`src/rtl/alut_inval_logger16.sv`:
```
// Logs isolated aged-entry invalidations from the ALUT age checker into a
// show-ahead FIFO drained by APB, with sticky overflow and a saturating drop count.
module alut_inval_logger16 #(
  parameter int DEPTH = 8,
  parameter int PTR_W = 3,
  parameter int CNT_W = 4
) (
  input  logic             pclk16,
  input  logic             n_p_reset16,
  input  logic             mem_write_age16,
  input  logic [7:0]       mem_addr_age16,
  input  logic [47:0]      lst_inv_addr_cmd16,
  input  logic [1:0]       lst_inv_port_cmd16,
  input  logic [31:0]      curr_time16,
  input  logic             log_pop16,
  input  logic             log_clr16,
  output logic             log_valid16,
  output logic [47:0]      log_addr16,
  output logic [1:0]       log_port16,
  output logic [7:0]       log_index16,
  output logic [31:0]      log_time16,
  output logic [CNT_W-1:0] log_count16,
  output logic             log_overflow16,
  output logic [7:0]       drop_cnt16
);

  localparam int ENT_W = 48 + 2 + 8 + 32;
  localparam logic [CNT_W-1:0] FULL_CNT = CNT_W'(DEPTH);

  logic              wr_d1_r;
  logic              wr_d2_r;
  logic [7:0]        idx_d1_r;
  logic [ENT_W-1:0]  mem_r [DEPTH];
  logic [PTR_W-1:0]  wr_ptr_r;
  logic [PTR_W-1:0]  rd_ptr_r;
  logic [CNT_W-1:0]  count_r;
  logic              ovf_r;
  logic [7:0]        drop_r;

  logic              evt_s;
  logic              empty_s;
  logic              full_s;
  logic              pop_ok_s;
  logic              push_s;
  logic              drop_s;
  logic [ENT_W-1:0]  head_s;
  logic [ENT_W-1:0]  entry_s;

  // Event qualification and FIFO control decode
  always_comb begin
    evt_s    = wr_d1_r & ~wr_d2_r & ~mem_write_age16;
    empty_s  = (count_r == {CNT_W{1'b0}});
    full_s   = (count_r == FULL_CNT);
    pop_ok_s = log_pop16 & ~empty_s;
    push_s   = evt_s & (~full_s | pop_ok_s);
    drop_s   = evt_s & full_s & ~pop_ok_s;
    entry_s  = {lst_inv_addr_cmd16, lst_inv_port_cmd16, idx_d1_r, curr_time16};
    head_s   = mem_r[rd_ptr_r];
  end

  // Write-strobe history: only a lone one-cycle strobe marks an aged invalidation
  always_ff @(posedge pclk16 or negedge n_p_reset16) begin
    if (!n_p_reset16) begin
      wr_d1_r  <= 1'b0;
      wr_d2_r  <= 1'b0;
      idx_d1_r <= 8'h00;
    end else begin
      wr_d1_r  <= mem_write_age16;
      wr_d2_r  <= wr_d1_r;
      idx_d1_r <= mem_addr_age16;
    end
  end

  // Log storage; clear wins over a coincident push so the slot is never written
  always_ff @(posedge pclk16 or negedge n_p_reset16) begin
    if (!n_p_reset16) begin
      for (int i = 0; i < DEPTH; i++) begin
        mem_r[i] <= {ENT_W{1'b0}};
      end
    end else if (push_s && !log_clr16) begin
      mem_r[wr_ptr_r] <= entry_s;
    end else begin
      mem_r[wr_ptr_r] <= mem_r[wr_ptr_r];
    end
  end

  // Pointers, occupancy and drop bookkeeping
  always_ff @(posedge pclk16 or negedge n_p_reset16) begin
    if (!n_p_reset16) begin
      wr_ptr_r <= {PTR_W{1'b0}};
      rd_ptr_r <= {PTR_W{1'b0}};
      count_r  <= {CNT_W{1'b0}};
      ovf_r    <= 1'b0;
      drop_r   <= 8'h00;
    end else if (log_clr16) begin
      wr_ptr_r <= {PTR_W{1'b0}};
      rd_ptr_r <= {PTR_W{1'b0}};
      count_r  <= {CNT_W{1'b0}};
      ovf_r    <= 1'b0;
      drop_r   <= 8'h00;
    end else begin
      if (push_s) begin
        wr_ptr_r <= wr_ptr_r + PTR_W'(1);
      end else begin
        wr_ptr_r <= wr_ptr_r;
      end
      if (pop_ok_s) begin
        rd_ptr_r <= rd_ptr_r + PTR_W'(1);
      end else begin
        rd_ptr_r <= rd_ptr_r;
      end
      case ({push_s, pop_ok_s})
        2'b10:   count_r <= count_r + CNT_W'(1);
        2'b01:   count_r <= count_r - CNT_W'(1);
        default: count_r <= count_r;
      endcase
      if (drop_s) begin
        ovf_r <= 1'b1;
        if (drop_r != 8'hFF) begin
          drop_r <= drop_r + 8'd1;
        end else begin
          drop_r <= drop_r;
        end
      end else begin
        ovf_r  <= ovf_r;
        drop_r <= drop_r;
      end
    end
  end

  // Head fields read zero whenever the log is empty
  always_comb begin
    log_valid16    = ~empty_s;
    log_count16    = count_r;
    log_overflow16 = ovf_r;
    drop_cnt16     = drop_r;
    if (empty_s) begin
      log_addr16  = 48'h0;
      log_port16  = 2'b00;
      log_index16 = 8'h00;
      log_time16  = 32'h0;
    end else begin
      log_addr16  = head_s[ENT_W-1 -: 48];
      log_port16  = head_s[41:40];
      log_index16 = head_s[39:32];
      log_time16  = head_s[31:0];
    end
  end

endmodule

```
`config.mk`:
```
export PLATFORM = sky130hd
export DESIGN_NAME = alut_inval_logger16
export DESIGN_NICKNAME = d
export VERILOG_FILES = /design/src/rtl/alut_inval_logger16.sv
export SDC_FILE = /design/constraint.sdc
export NUM_CORES = 2
export LEC_CHECK = 0
export CAP_MARGIN = 20
export CORE_ASPECT_RATIO = 1.75
export CORE_MARGIN = 2
export CORE_UTILIZATION = 35
export CTS_CLUSTER_SIZE = 16
export DETAILED_ROUTE_END_ITERATION = 8
export PLACE_DENSITY = 0.53
export SYNTH_ARGS = -nofsm -noshare
export SYNTH_HDL_FRONTEND = slang
export SYNTH_SLANG_ARGS = --single-unit
```
`constraint.sdc`:
```
create_clock -name pclk16 -period 3.3 [get_ports pclk16]
set_input_delay 0.495 -clock pclk16 [delete_from_list [all_inputs] [get_ports pclk16]]
set_output_delay 0.495 -clock pclk16 [all_outputs]
set_load 0.02 [all_outputs]
```
==> metrics.yaml <==
synth:
  common_cells: "nand2_1, dfrtp_1, o21ai_0"
  top_logic_kind: "multiplexers"
  synthXorXnorAreaFrac_pct: 0.3205
  synth.distinct_cells: 56
  top_area_share_pct: 48.98
  netlist_instances: 3617
  edf_count: 0
  aoi_share_pct: 17.53
  synth_flops: 749
  yosysWarnings: 0
  top_area_cell: "dfrtp_1"
  fp_nets: 3717
  ys_sh_mux_pct: 18.89
  yosys_cells: 3617
  simple_gate_share_pct: 10.50
  ys_sh_adder_pct: 0.1635
  ys.flop_type: "dfrtp_1"
  syn-cell-area_um2: 38260
  ys_seq_share_pct: 48.98
  ys_async_sr_fraction_pct: 100.0
  yosysMostFrequentCell: "nand2_1"
floorplan:
  die-height_um: 441.4
  pin_count: 199
  die-width_um: 253.9
  rows: 160
  core-area_um2: 108500
  initCoreUtil_pct: 35.26
placed_design:
  place_ws_ns: 0.2097
  port_buffers: 198
  place.gp.congestion: 0.8236
critical_path:
  slowest_stage: "mux4_2"
  cp-end-kind: "primary output"
  worstPathArrival_ns: 2.77
  crit_required_ns: 2.80
  crit_family: "buffers and inverters"
  slowest_delay_ns: 0.50
  startpoint_type: "flip-flop"
  setup.worst_path.class: "reg2out"
  critPathBufInv: 4
final_timing:
  setup_viol: 0
  hold-worst-slack_ns: 0.2737
  worstMarginPinSlew_ns: 0.9073
  finClkSkew_ns: 0.02618
  rsz0062_at_grt: "true"
  post-route-period-util_pct: 98.87
  max_freq_ghz: 0.3065
  finalHoldViolCount: 0
  slew_headroom_pct: 39.40
  drv_slew: 0
flow_run:
  warnings: 31
  maxCapViolations: 0
global_route:
  grt_overflow: 0
  grt_use_total_pct: 24.50
  grt_pass1_vias: 31450
  use_met3_pct: 2.806
  busiest_layer: "met2"
pwr:
  ir_drop_mv: 0.3819
  finalPower_mw: 37.25
  p_per_area_nw_per_um2: 797.0
  p_leak_nw: 19.59
finish:
  areaGrowthSynthToFinish_pct: 22.15
  seq_area_um2: 18770
  final_core_util_pct: 43.08
  fin_nets: 3924
outcome:
  status: "finished, final reports clean"
clock_network:
  cts-root-buf: "clkbuf_16"
  cts_tree: "yes"
  h-tree-depth: 3
  path_clk_slew_ns: 0.06
  cts_buffers: 76
  clk_latency_ns: 0.68
  clockBufferDepth: 3
drt:
  via_per_inst: 5.659
  drc_errors: 0
  antenna_left: 0
  wl_per_cell_um: 25.22
worst_hold_path:
  min_path_type: "in2reg"
[worst register-to-register path, stage by stage (launching register included)]
cell and delay, ns:
dfrtp_4 0.77, nor2b_4 0.81, buf_4 0.35, a221oi_1 0.12, o22ai_1 0.28, mux2i_1 0.13
buf_4 0.18, o21ai_0 0.15
[state kept, by name, indices dropped and copies added (netlist names), 3 cells and up]
signal / cells
drop_cnt16: 8
idx_d1_r: 8
log_count16: 4
mem_r: 720
rd_ptr_r: 3
wr_ptr_r: 3
[final timing paths]
path                                        start        endpoint  slack [ns]  depth (start not counted)
worst min register to register            wr_d1_r         wr_d2_r        0.41                          0
max in group asynchronous             n_p_reset16      mem_r[706]        1.82                          4
min in group asynchronous             n_p_reset16      mem_r[651]        0.39                          2
worst max-delay path                  rd_ptr_r[0]  log_time16[10]        0.04                          7
worst min-delay path            mem_addr_age16[6]     idx_d1_r[6]        0.27                          1
worst max register to register        wr_ptr_r[2]      mem_r[427]        0.42                          7
[metal layers]
metal	part of all wire [%]	vias to the layer above
met2	50	936
met4	3.6	0
li1	-	13720
met3	4.9	227
met5	0	-
met1	41	15370
[cell families (layout without fill, tap and decap cells)]
kind of cell	after synthesis	count (layout)
other	0	3
adders and majority gates	5	5
and+or+nand+nor	1024	1024
muxes	429	429
AOI/OAI and AO/OA	1067	1067
DFF	749	749
buffers and inverters	329	597
xor gates and xnor gates	14	14
[cells in the final DEF, fill, tap and decap left out, types with 55 or more instances in the layout]
| cell type | n |
|---|---|
| a221oi_1 | 97 |
| a22oi_1 | 88 |
| buf_12 | 71 |
| buf_4 | 171 |
| clkbuf_16 | 78 |
| clkdlybuf4s50_1 | 107 |
| dfrtp_1 | 743 |
| mux2_2 | 55 |
| mux2i_1 | 94 |
| mux4_2 | 229 |
| nand2_1 | 796 |
| nor2_1 | 139 |
| o21ai_0 | 637 |
| o31ai_1 | 112 |
[metrics by stage]
step	setup TNS [ns]	cell area (um^2)	cells
2_1_floorplan	0	38260	3617
3_3_place_gp	0	43370	5171
3_5_place_dp	0	43370	5171
4_1_cts	-0.5545	46550	5333
5_1_grt	-0.06771	46740	5345
6_report	0	46740	5346
[where the power goes]
group,internal [mW],switching (mW)
Clock,5.30,3.86
Combinational,6.95,7.92
Sequential,11.4,1.84
[layout make-up]
class                   count  area share [%]
well taps                1458           3.903
clock buffers             117           4.939
inverters                   5         0.04015
repair buffers            453           10.32
flip-flops and latches    749           40.15
diodes                      3         0.01606
multi-input cells        2539           39.99
clock inverters            22          0.6425
[timing repair]
item / in CTS / in global routing
gates resized: 236 / 38
buffers inserted: 17 / 10
hold endpoints to repair: 40 / 0
cloned: 5 / 0
setup endpoints to repair: 90 / 44
hold buffers: 1 / 0
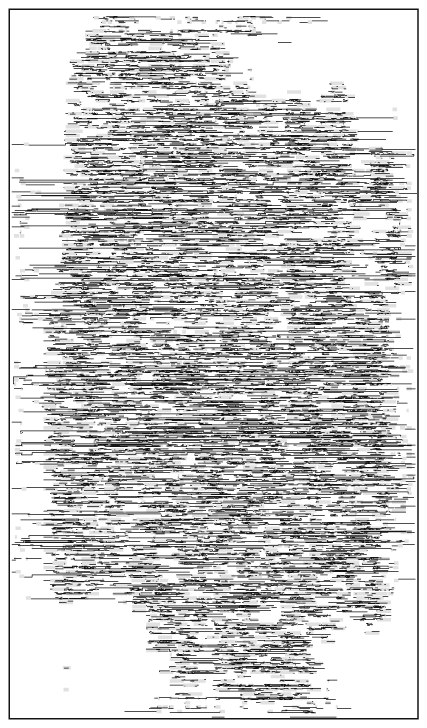
Fig. 1. Metal 1.
Cells faint in the background.
- nets with wire on the layer: 3641
- main direction: horizontal
- longest straight run: 80.5 um

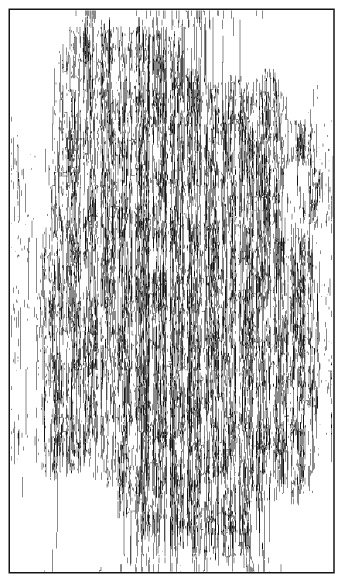
Fig. 2. Metal 2.
- main direction: vertical
- wire length on this layer: 67.6 mm
- longest straight run: 102 um
- nets with wire on the layer: 3026
- share of all routed wire: 50%
vias post-DR: 30250
total routed wirelength: 134800 um
global routing usage on met2: 41.96%

Power figures rest on the tool's default switching activity, not on a simulated workload.
